### src/rtl/mips_div_pkg.sv
// Shared types and constants for the MIPS DIV/DIVU unit.
package mips_div_pkg;

    typedef enum logic [1:0] {
        IDLE,
        BUSY,
        DONE
    } div_state_t;

    localparam int DIV_WIDTH   = 32;
    localparam int DIV_LATENCY = 33;

    localparam logic [DIV_WIDTH-1:0] DIV_ZERO_QUOT = 32'hFFFF_FFFF;

endpackage

### src/rtl/mips_div_unit_step.sv
// One combinational restoring shift-subtract step of the divider.
module div_step
    import mips_div_pkg::*;
(
    input  logic [DIV_WIDTH:0]   rem_in,
    input  logic                 quo_msb,
    input  logic [DIV_WIDTH-1:0] divisor,
    output logic [DIV_WIDTH:0]   rem_out,
    output logic                 q_bit
);

    logic [DIV_WIDTH+1:0] diff;

    // A borrow out of the top bit means the trial subtraction must be undone.
    always_comb begin
        diff    = {rem_in, quo_msb} - {2'b00, divisor};
        q_bit   = ~diff[DIV_WIDTH+1];
        rem_out = q_bit ? diff[DIV_WIDTH:0] : {rem_in[DIV_WIDTH-1:0], quo_msb};
    end

endmodule

### src/rtl/mips_div_unit.sv
// Iterative 32-bit MIPS DIV/DIVU unit (restoring, one bit per cycle).
// Optional macro DIV_ZERO_FAST_EN: divide-by-zero bypasses the iteration.
module mips_div_unit
    import mips_div_pkg::*;
(
    input  logic        clk,
    input  logic        reset_n,
    input  logic        validIn,
    input  logic        sign,
    input  logic [31:0] SrcA,
    input  logic [31:0] SrcB,
    output logic        validOut,
    output logic [31:0] Hi,
    output logic [31:0] Lo
);

    localparam int DATA_W = DIV_WIDTH;

    function automatic logic [DATA_W-1:0] fix_sign(input logic [DATA_W-1:0] mag,
                                                   input logic              neg);
        return neg ? (~mag + DATA_W'(1)) : mag;
    endfunction

    div_state_t          state;
    logic [5:0]          cnt;
    logic [DATA_W:0]     rem;
    logic [DATA_W-1:0]   quo;
    logic [DATA_W-1:0]   dvs;
    logic [DATA_W-1:0]   dvd_raw;
    logic                neg_q;
    logic                neg_r;
    logic                zero_div;

    logic signed [DATA_W-1:0] src_a_s;
    logic signed [DATA_W-1:0] src_b_s;
    logic                     neg_a;
    logic                     neg_b;
    logic [DATA_W-1:0]        mag_a;
    logic [DATA_W-1:0]        mag_b;

    logic [DATA_W:0]     step_rem;
    logic                step_q;
    logic [DATA_W-1:0]   quo_next;

    always_comb begin
        src_a_s  = SrcA;
        src_b_s  = SrcB;
        neg_a    = sign & (src_a_s < 0);
        neg_b    = sign & (src_b_s < 0);
        mag_a    = fix_sign(SrcA, neg_a);
        mag_b    = fix_sign(SrcB, neg_b);
        quo_next = {quo[DATA_W-2:0], step_q};
    end

    div_step u_step (
        .rem_in  (rem),
        .quo_msb (quo[DATA_W-1]),
        .divisor (dvs),
        .rem_out (step_rem),
        .q_bit   (step_q)
    );

    always_ff @(posedge clk) begin
        if (!reset_n) begin
            state    <= IDLE;
            validOut <= 1'b0;
            Hi       <= '0;
            Lo       <= '0;
            cnt      <= '0;
        end else begin
            case (state)
                IDLE: begin
                    validOut <= 1'b0;
                    if (validIn) begin
                        dvd_raw  <= SrcA;
                        quo      <= mag_a;
                        dvs      <= mag_b;
                        rem      <= '0;
                        cnt      <= '0;
                        neg_q    <= neg_a ^ neg_b;
                        neg_r    <= neg_a;
                        zero_div <= (SrcB == '0);
`ifdef DIV_ZERO_FAST_EN
                        if (SrcB == '0) begin
                            Hi       <= SrcA;
                            Lo       <= DIV_ZERO_QUOT;
                            validOut <= 1'b1;
                            state    <= DONE;
                        end else begin
                            state <= BUSY;
                        end
`else
                        state <= BUSY;
`endif
                    end
                end
                BUSY: begin
                    rem <= step_rem;
                    quo <= quo_next;
                    cnt <= cnt + 6'd1;
                    // Last step: results land in Hi/Lo together with the pulse.
                    if (cnt == 6'd31) begin
                        state    <= DONE;
                        validOut <= 1'b1;
                        if (zero_div) begin
                            Hi <= dvd_raw;
                            Lo <= DIV_ZERO_QUOT;
                        end else begin
                            Hi <= fix_sign(step_rem[DATA_W-1:0], neg_r);
                            Lo <= fix_sign(quo_next, neg_q);
                        end
                    end
                end
                DONE: begin
                    validOut <= 1'b0;
                    state    <= IDLE;
                end
                default: begin
                    validOut <= 1'b0;
                    state    <= IDLE;
                end
            endcase
        end
    end

endmodule

### config.mk
export PLATFORM = sky130hd
export DESIGN_NAME = mips_div_unit
export DESIGN_NICKNAME = d
export VERILOG_FILES = /design/src/rtl/mips_div_pkg.sv /design/src/rtl/mips_div_unit_step.sv /design/src/rtl/mips_div_unit.sv
export SDC_FILE = /design/constraint.sdc
export NUM_CORES = 1
export LEC_CHECK = 0
export CORE_AREA = 2 2 172 174
export DETAILED_ROUTE_END_ITERATION = 7
export DIE_AREA = 0 0 174 176
export GPL_ROUTABILITY_DRIVEN = 0
export PLACE_DENSITY_LB_ADDON = 0.05
export SYNTH_ARGS = -nofsm -noshare
export SYNTH_HDL_FRONTEND = slang
export SYNTH_SLANG_ARGS = --single-unit
### constraint.sdc
create_clock -name clk -period 8.2 [get_ports clk]
set_input_delay 1.23 -clock clk [delete_from_list [all_inputs] [get_ports clk]]
set_output_delay 1.23 -clock clk [all_outputs]
set_load 0.005 [all_outputs]
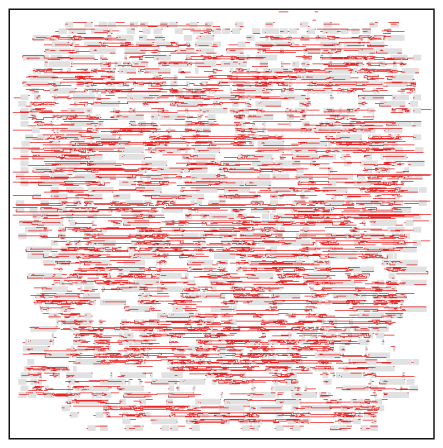
run_1/layer_met1.png
main direction = horizontal
longest straight run = 66.7 um
nets with wire on the layer = 1497
wire length on this layer = 16800 um
Global Route met1 Usage: 32.5%
routed wire length: 36300 um

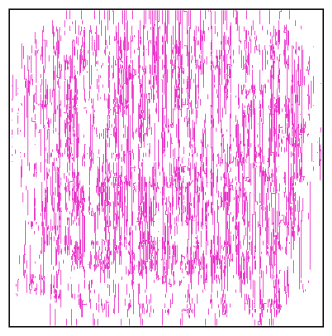
run_1/layer_met2.png
longest straight run = 72.9 um
nets with wire on the layer = 1363
met2 Use GR: 39.4%
via count: 10981

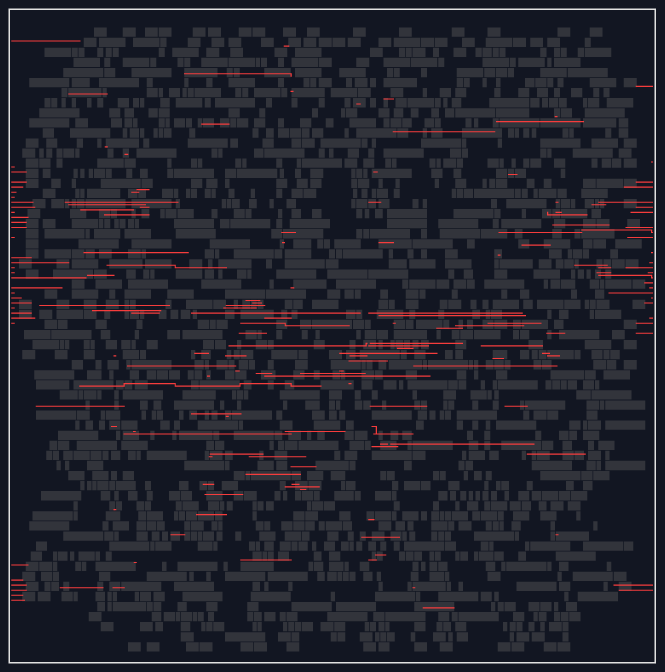
run_1/layer_met3.png
wire length on this layer = 1650 um
main direction = horizontal
longest straight run = 45.5 um
share of all routed wire = 4.6%
met3 Usage GRT: 2.52%

==> job_summary.md, run 1 <==
## Implementation flow summary

| Metric | Value |
|---|---|
| Largest net degree at the start of global routing | 69 |
| Startpoint types | flip-flop |
| First-pass GRT wire length | 57200 um |
| P_sw | 926 uW |
| Io pins | 133 |
| Core Area | 28500 um^2 |
| Final nets | 1609 |
| Quantity of gates resized following cts | 0 |
| Final design area excluding fillers | 15300 um^2 |
| Post-synth ARST share | 0% |
| Hold Startpoint | Hi[21] |
| Cells in synth_stat.txt | 1401 |
| Slowest cell on crit path | nor3_2 |
| Share of cells above drive strength 1 | 6.24% |
| Layout clock buffers | 37 |
| Met3 wire length | 1650 um |
| Dpl cells | 1860 |
| Final Slew Violations | 0 |
| DR pass1 iterations | 5 |
| Routed met1 length | 16800 um |
| CP bufs+invs | 1 |
| Hold violation count in the final report | 0 |
| Cell taking the most area after synthesis | edfxtp_1 |
| Fillers | 2747 |
| Gate Count Post-Synth | 1401 |
| Logic pwr share | 23.0% |
| DRC violations left | 0 |
| Worst Setup EP | Lo[28] |
| GRT Max-Usage Layer | met2 |
| Clock share of power | 36.8% |
| Non-Clock Buffer Count | 146 |
| Vias in the first global route | 10658 |
| Drt initial violations | 813 |
| Cell depth of the worst setup path | 17 |
| Worst r2r dst | Lo[28] |
| Cell Area, Synth | 12800 um^2 |
| Yosys chip area | 12800 um^2 |
| Final cell count without fillers | 1906 |
| Sequential Power Share | 40.2% |
| Clock slew at reported path FFs | 0.06 ns |
| Hold WS | 0.478 ns |
| Tap Cells | 384 |
| P_comb | 696 uW |
| Syn_nets | 1507 |
| Total gr overflow | 0 |
| Final Power | 3.03 mW |
| Top cells excl fill/tap | 132 x edfxtp_1, 131 x clkdlybuf4s50_1, 125 x a21oi_1 |
| Cycle use final | 73.8% |
| Via-to-Cell Ratio | 5.76 |
| Worst-case clock buffer depth | 3 |
| Worst hold path depth | 2 |
| Die width | 174 um |
| Status | finished, final reports clean |
| TNS Setup | 0 ns |
| P_leak | 5.79 nW |
| Post-DP HPWL | 26000 um |
| Leading cell kind | multi-input combinational cells |
| Avg WL per Cell | 19.0 um |
| Die Ht | 176 um |
| Hold Path Class | reg2reg |
| Cts hold-fix bufs | 0 |
| Reg area | 5430 um^2 |
| Synth flops | 205 |
| Post-layout min period | 6.05 ns |
| Clock sink count | 205 |
| Placed inst area | 14500 um^2 |
| Tightest Pin Transition | 1.04 ns |
| IO buf count | 132 |
| Antenna cells | 0 |
| Crit Path Max Fanout | 45 |
## run 1: flip-flops by register name, summed over array words and instances, names as in the netlist
| signal | flops |
|---|---|
| Lo | 32 |
| neg_q | 1 |
| zero_div | 1 |
| dvd_raw | 32 |
| validOut | 1 |
| quo | 32 |
| cnt | 6 |
| state | 2 |
| dvs | 32 |
| rem | 33 |
| neg_r | 1 |
| Hi | 32 |
## run 1: kinds of logic after synthesis
logic type	Yosys count	share of synthesized area, %
multiplexers	37	3.04
flip-flops	205	42.3
XOR/XNOR	129	8.80
AND/OR/NAND/NOR	435	16.9
AND-OR/OR-AND	430	21.3
adder cells (fa/ha/maj)	38	3.76
buffers and inverters	127	3.95
## run 1: tightest hold or removal path: stages, from the launching register on
cell,delay (ns)
dfxtp_1,0.31
nand3_1,0.06
o21ai_0,0.06
run_1/layer_met4.png
Scale bar: 50 um.
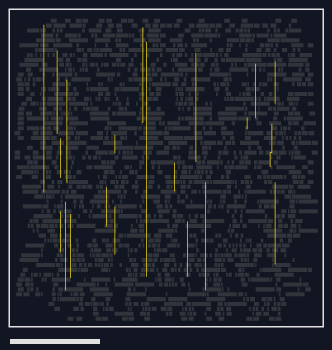

==> inputs of run 2 (changes only) <==
==> constraint.sdc (replaced) <==
create_clock -name clk -period 5.1 [get_ports clk]
set_input_delay 0.765 -clock clk [delete_from_list [all_inputs] [get_ports clk]]
set_output_delay 0.765 -clock clk [all_outputs]
set_load 0.005 [all_outputs]
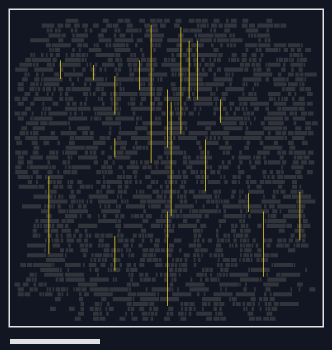
run_2/layer_met4.png
Scale bar: 50 um.
wire length on this layer = 590 um
main direction = vertical
nets with wire on the layer = 11
share of all routed wire = 1.7%
longest straight run = 76.8 um
via count: 10955
routed wire length: 35700 um

==> job_summary.md, run 2 <==
## Implementation flow summary

| Metric | Value |
|---|---|
| Avg WL per Cell | 18.6 um (-2.2%) |
| Syn avg cell area | 9.16 um^2 |
| Cts hold-fix bufs | 0 (unchanged) |
| DR pass1 iterations | 7 (+2) |
| Worst-case clock buffer depth | 3 (unchanged) |
| Cell taking the most area after synthesis | edfxtp_1 |
| Gate Count Post-Synth | 1401 (unchanged) |
| Top FF cell, synth | edfxtp_1 |
| Slowest cell on crit path | or4_4 |
| P_sw | 1.49 mW (+61%) |
| CTS tree | built |
| Max FFs per register | 33 (unchanged) |
| Largest net degree at the start of global routing | 69 (unchanged) |
| Cycle use final | 92.9% (+19 points) |
| Hold Startpoint | validOut |
| Biggest area cells | edfxtp_1 31%, dfxtp_1 11%, a21oi_1 4.9%, xor2_1 4.8%, o21ai_0 4.5% |
| Crit Path Max Fanout | 14 (-69%) |
| Worst hold path depth | 2 (unchanged) |
| Largest reg by FF count | rem |
| Total gr overflow | 0 (unchanged) |
| Hold violation count in the final report | 0 (unchanged) |
| Top power group | sequential cells |
| Hold Path Class | reg2reg |
| Worst r2r dst | Hi[28] |
| Yosys aoi share | 21.3% (unchanged) |
| Worst Setup End Kind | flip-flop |
| Yosys chip area | 12800 um^2 (unchanged) |
| Final design area excluding fillers | 15500 um^2 (+1.1%) |
| Synth flops | 205 (unchanged) |
| Drt initial violations | 951 (+17%) |
| WHS Endpoint | validOut |
| Status | finished, final reports clean |
| Peak VDD IR | 0.000197 V |
| First-pass GRT wire length | 56100 um (-2.0%) |
| GRT Overall Usage | 22.9% |
| Post-DP HPWL | 26300 um (+0.87%) |
| CP Launch Point | rem[19] |
| Sequential Power Share | 39.1% (-1.1 points) |
| Post-Synth Adder-Cell Area | 3.76% (unchanged) |
| Vias in the first global route | 10442 (-2.0%) |
| Initial antenna violation count | 0 |
| Simple share | 16.9% (unchanged) |
| Clock slew at reported path FFs | 0.06 ns (about the same) |
| Cell Area, Synth | 12800 um^2 (unchanged) |
| Io pins | 133 (unchanged) |
| Top cells excl fill/tap | 132 x edfxtp_1, 131 x clkdlybuf4s50_1, 125 x a21oi_1 |
| Post-synth EDFFs | 132 |
| Dpl cells | 1870 (+0.54%) |
| Worst Setup EP | Hi[28] |
| Logic family by area | AND-OR/OR-AND gates |
| Startpoint types | flip-flop |
| RSZ-0062 raised after global routing | false |
| Placed inst area | 14500 um^2 (+0.61%) |
| Tightest Pin Transition | 0.950 ns (-0.0872 ns) |
| Syn_nets | 1507 (unchanged) |
| Via-to-Cell Ratio | 5.71 (-0.86%) |
| TNS Setup | 0 ns (unchanged) |
| Share of cells above drive strength 1 | 7.11% (+0.86 points) |
| Logic pwr share | 22.6% (-0.4 points) |
| H-tree depth | 1 |
| P_seq | 1.96 mW |
| CP bufs+invs | 2 (+1) |
| P_leak | 5.87 nW (+1.4%) |
| Final Slew Violations | 0 (unchanged) |
| Register-to-Register Path Depth | 15 |
| P_comb | 1.13 mW (+62%) |
| Clock sink count | 205 (unchanged) |
| Hold WS | 0.498 ns (+0.0200 ns) |
| Post-synth ARST share | 0% (unchanged) |
| OpenROAD warnings | 26 |
| Internal power | 3.52 mW |
| Die Ht | 176 um (unchanged) |
| Area added between synthesis and finish | 20.5% |
| Mux area share | 3.04% (unchanged) |
| Antenna cells | 0 (unchanged) |
| Cell depth of the worst setup path | 15 (-2) |
| Core Area | 28500 um^2 (unchanged) |
| Yosys xor share | 8.80% (unchanged) |
| Post-layout min period | 4.74 ns (-1.31 ns) |
| DRC violations left | 0 (unchanged) |
| Cells in synth_stat.txt | 1401 (unchanged) |
| Clock share of power | 38.4% (+1.6 points) |
| Final nets | 1620 (+0.68%) |
| IO buf count | 132 (unchanged) |
| Final Power | 5.01 mW (+66%) |
| Final cell count without fillers | 1918 (+0.63%) |
| Die width | 174 um (unchanged) |
## run 2: cell type report
type | count | area, um^2
clock buffer | 37 | 764
clock inverter | 11 | 146
fill | 2712 | 13100
inverter | 56 | 210
multi-input combinational | 1069 | 6940
sequential | 205 | 5430
tap | 384 | 480
timing repair buffer | 156 | 1500
## run 2: repair_timing
| action | in CTS | in global routing |
|---|---|---|
| endpoints found under the hold margin | 0 | 0 |
| setup endpoints to repair | 0 | 5 |
| setup buffers | 0 | 0 |
| resized | 0 | 1 |
## run 2: layer usage
| layer | track usage (%) | share of wire [%] | vias to the layer above |
|---|---|---|---|
| met5 | 0 | 0 | - |
| met2 | 38.5 | 47 | 262 |
| met3 | 2.76 | 5.1 | 43 |
| met1 | 31.8 | 46 | 5249 |
| met4 | 5.15 | 1.7 | 0 |
| li1 | - | - | 5401 |
run_2/layer_met1.png
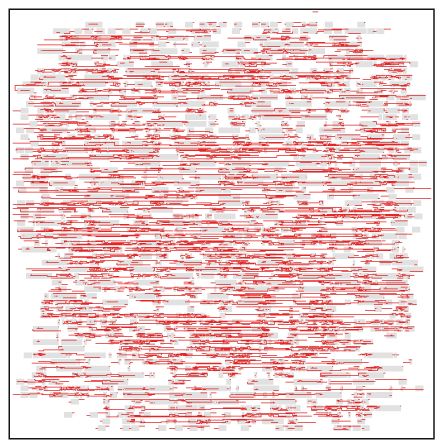

==> inputs of run 3 (changes only) <==
--- a/config.mk
+++ b/config.mk
@@ -6,6 +6,7 @@
 export NUM_CORES = 1
 export LEC_CHECK = 0
 export CORE_AREA = 2 2 172 174
+export CTS_CLUSTER_DIAMETER = 40
 export DETAILED_ROUTE_END_ITERATION = 7
 export DIE_AREA = 0 0 174 176
 export GPL_ROUTABILITY_DRIVEN = 0
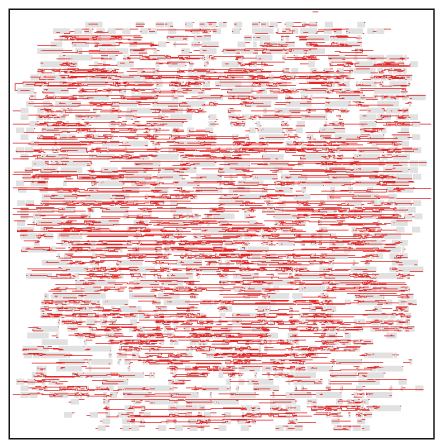
run_3/layer_met1.png
longest straight run = 92.9 um
main direction = horizontal
nets with wire on the layer = 1523
share of all routed wire = 47%
Global Route met1 Usage: 31.5%
via count: 11021
routed wire length: 36100 um

==> job_summary.md, run 3 <==
## Implementation flow summary

| Metric | Value |
|---|---|
| Cell Area, Synth | 12800 um^2 (unchanged) |
| Startpoint types | flip-flop |
| Signal buf overhead | 9.49% (-0.19 points) |
| Logic Gate Count | 1069 (unchanged) |
| Met2 Use GR | 39.2% (+0.65 points) |
| Cts hold-fix bufs | 0 (unchanged) |
| CTS tree | built |
| Gate Count Post-Synth | 1401 (unchanged) |
| Vias in the first global route | 10560 (+1.1%) |
| Share of cells above drive strength 1 | 8.18% (+1.1 points) |
| Tap Cells | 384 (unchanged) |
| Routed met1 length | 17000 um (+2.9%) |
| Total gr overflow | 0 (unchanged) |
| Mux area share | 3.04% (unchanged) |
| Largest net degree at the start of global routing | 69 (unchanged) |
| Status | finished, final reports clean |
| Reg area | 5430 um^2 (unchanged) |
| Core Area | 28500 um^2 (unchanged) |
| Post-synth ARST share | 0% (unchanged) |
| Non-Clock Buffer Count | 156 (unchanged) |
| Crit Path Max Fanout | 14 (unchanged) |
| H-tree depth | 2 (+1) |
| Slowest cell on crit path | or4_4 |
| Total length of routed met2 wires | 16900 um (+0.79%) |
| Internal power | 3.88 mW (+10%) |
| Met3 wire length | 1540 um (-16%) |
| Worst-case clock buffer depth | 3 (unchanged) |
| RSZ-0062 raised after global routing | false |
| Yosys xor share | 8.80% (unchanged) |
| Sequential Power Share | 35.5% (-3.6 points) |
| First-pass GRT wire length | 56500 um (+0.73%) |
| Post-layout min period | 4.76 ns (+0.0196 ns) |
| Final Slew Violations | 0 (unchanged) |
| Number of non-clock inverters | 56 (unchanged) |
| Comb/total area | 44.0% (-0.87 points) |
| Via-to-Cell Ratio | 5.69 (-0.38%) |
| Hold Path Class | reg2reg |
| Area added between synthesis and finish | 22.9% |
| Met3 Usage GRT | 3.36% (+0.60 points) |
| Top power group | the clock network |
| Worst r2r dst | Hi[28] |
| Syn avg cell area | 9.16 um^2 (unchanged) |
| Final nets | 1631 (+0.68%) |
| IO buf count | 132 (unchanged) |
| Top cells excl fill/tap | 132 x edfxtp_1, 131 x clkdlybuf4s50_1, 125 x a21oi_1 |
| Worst Setup End Kind | flip-flop |
| TNS Setup | 0 ns (unchanged) |
| GRT Overall Usage | 23.2% (+0.25 points) |
| Drt initial violations | 852 (-10%) |
| Synth flops | 205 (unchanged) |
| Yosys aoi share | 21.3% (unchanged) |
| Yosys chip area | 12800 um^2 (unchanged) |
| Quantity of gates resized following cts | 0 (unchanged) |
| Syn_nets | 1507 (unchanged) |
| WHS Endpoint | Hi[0] |
## run 3: stage by stage
step,total power [mW],std cells,util (%),instance area [um^2]
floorplan,2.78,1401,-,12800
global placement,3.11,1870,51.0,14500
detailed placement,3.12,1870,51.0,14500
CTS,5.56,1937,55.2,15800
global route,5.77,1937,55.2,15800
finish,5.52,1937,55.2,15800
## run 3: worst max-delay path by stage
| stage | startpoint | to | slack (ns) | cells past startpoint |
|---|---|---|---|---|
| 3_5_place_dp | rem[19] | Lo[28] | 0.28 | 16 |
| 2_1_floorplan | rem[0] | Lo[28] | 0.48 | 19 |
| 6_report | rem[19] | Hi[28] | 0.34 | 15 |
| 4_1_cts | rem[19] | Hi[28] | 0.24 | 15 |
| 3_3_place_gp | rem[19] | Lo[28] | 0.43 | 16 |
| 5_1_grt | rem[19] | Hi[16] | 0.007 | 17 |
Power and IR drop assume default switching activity.
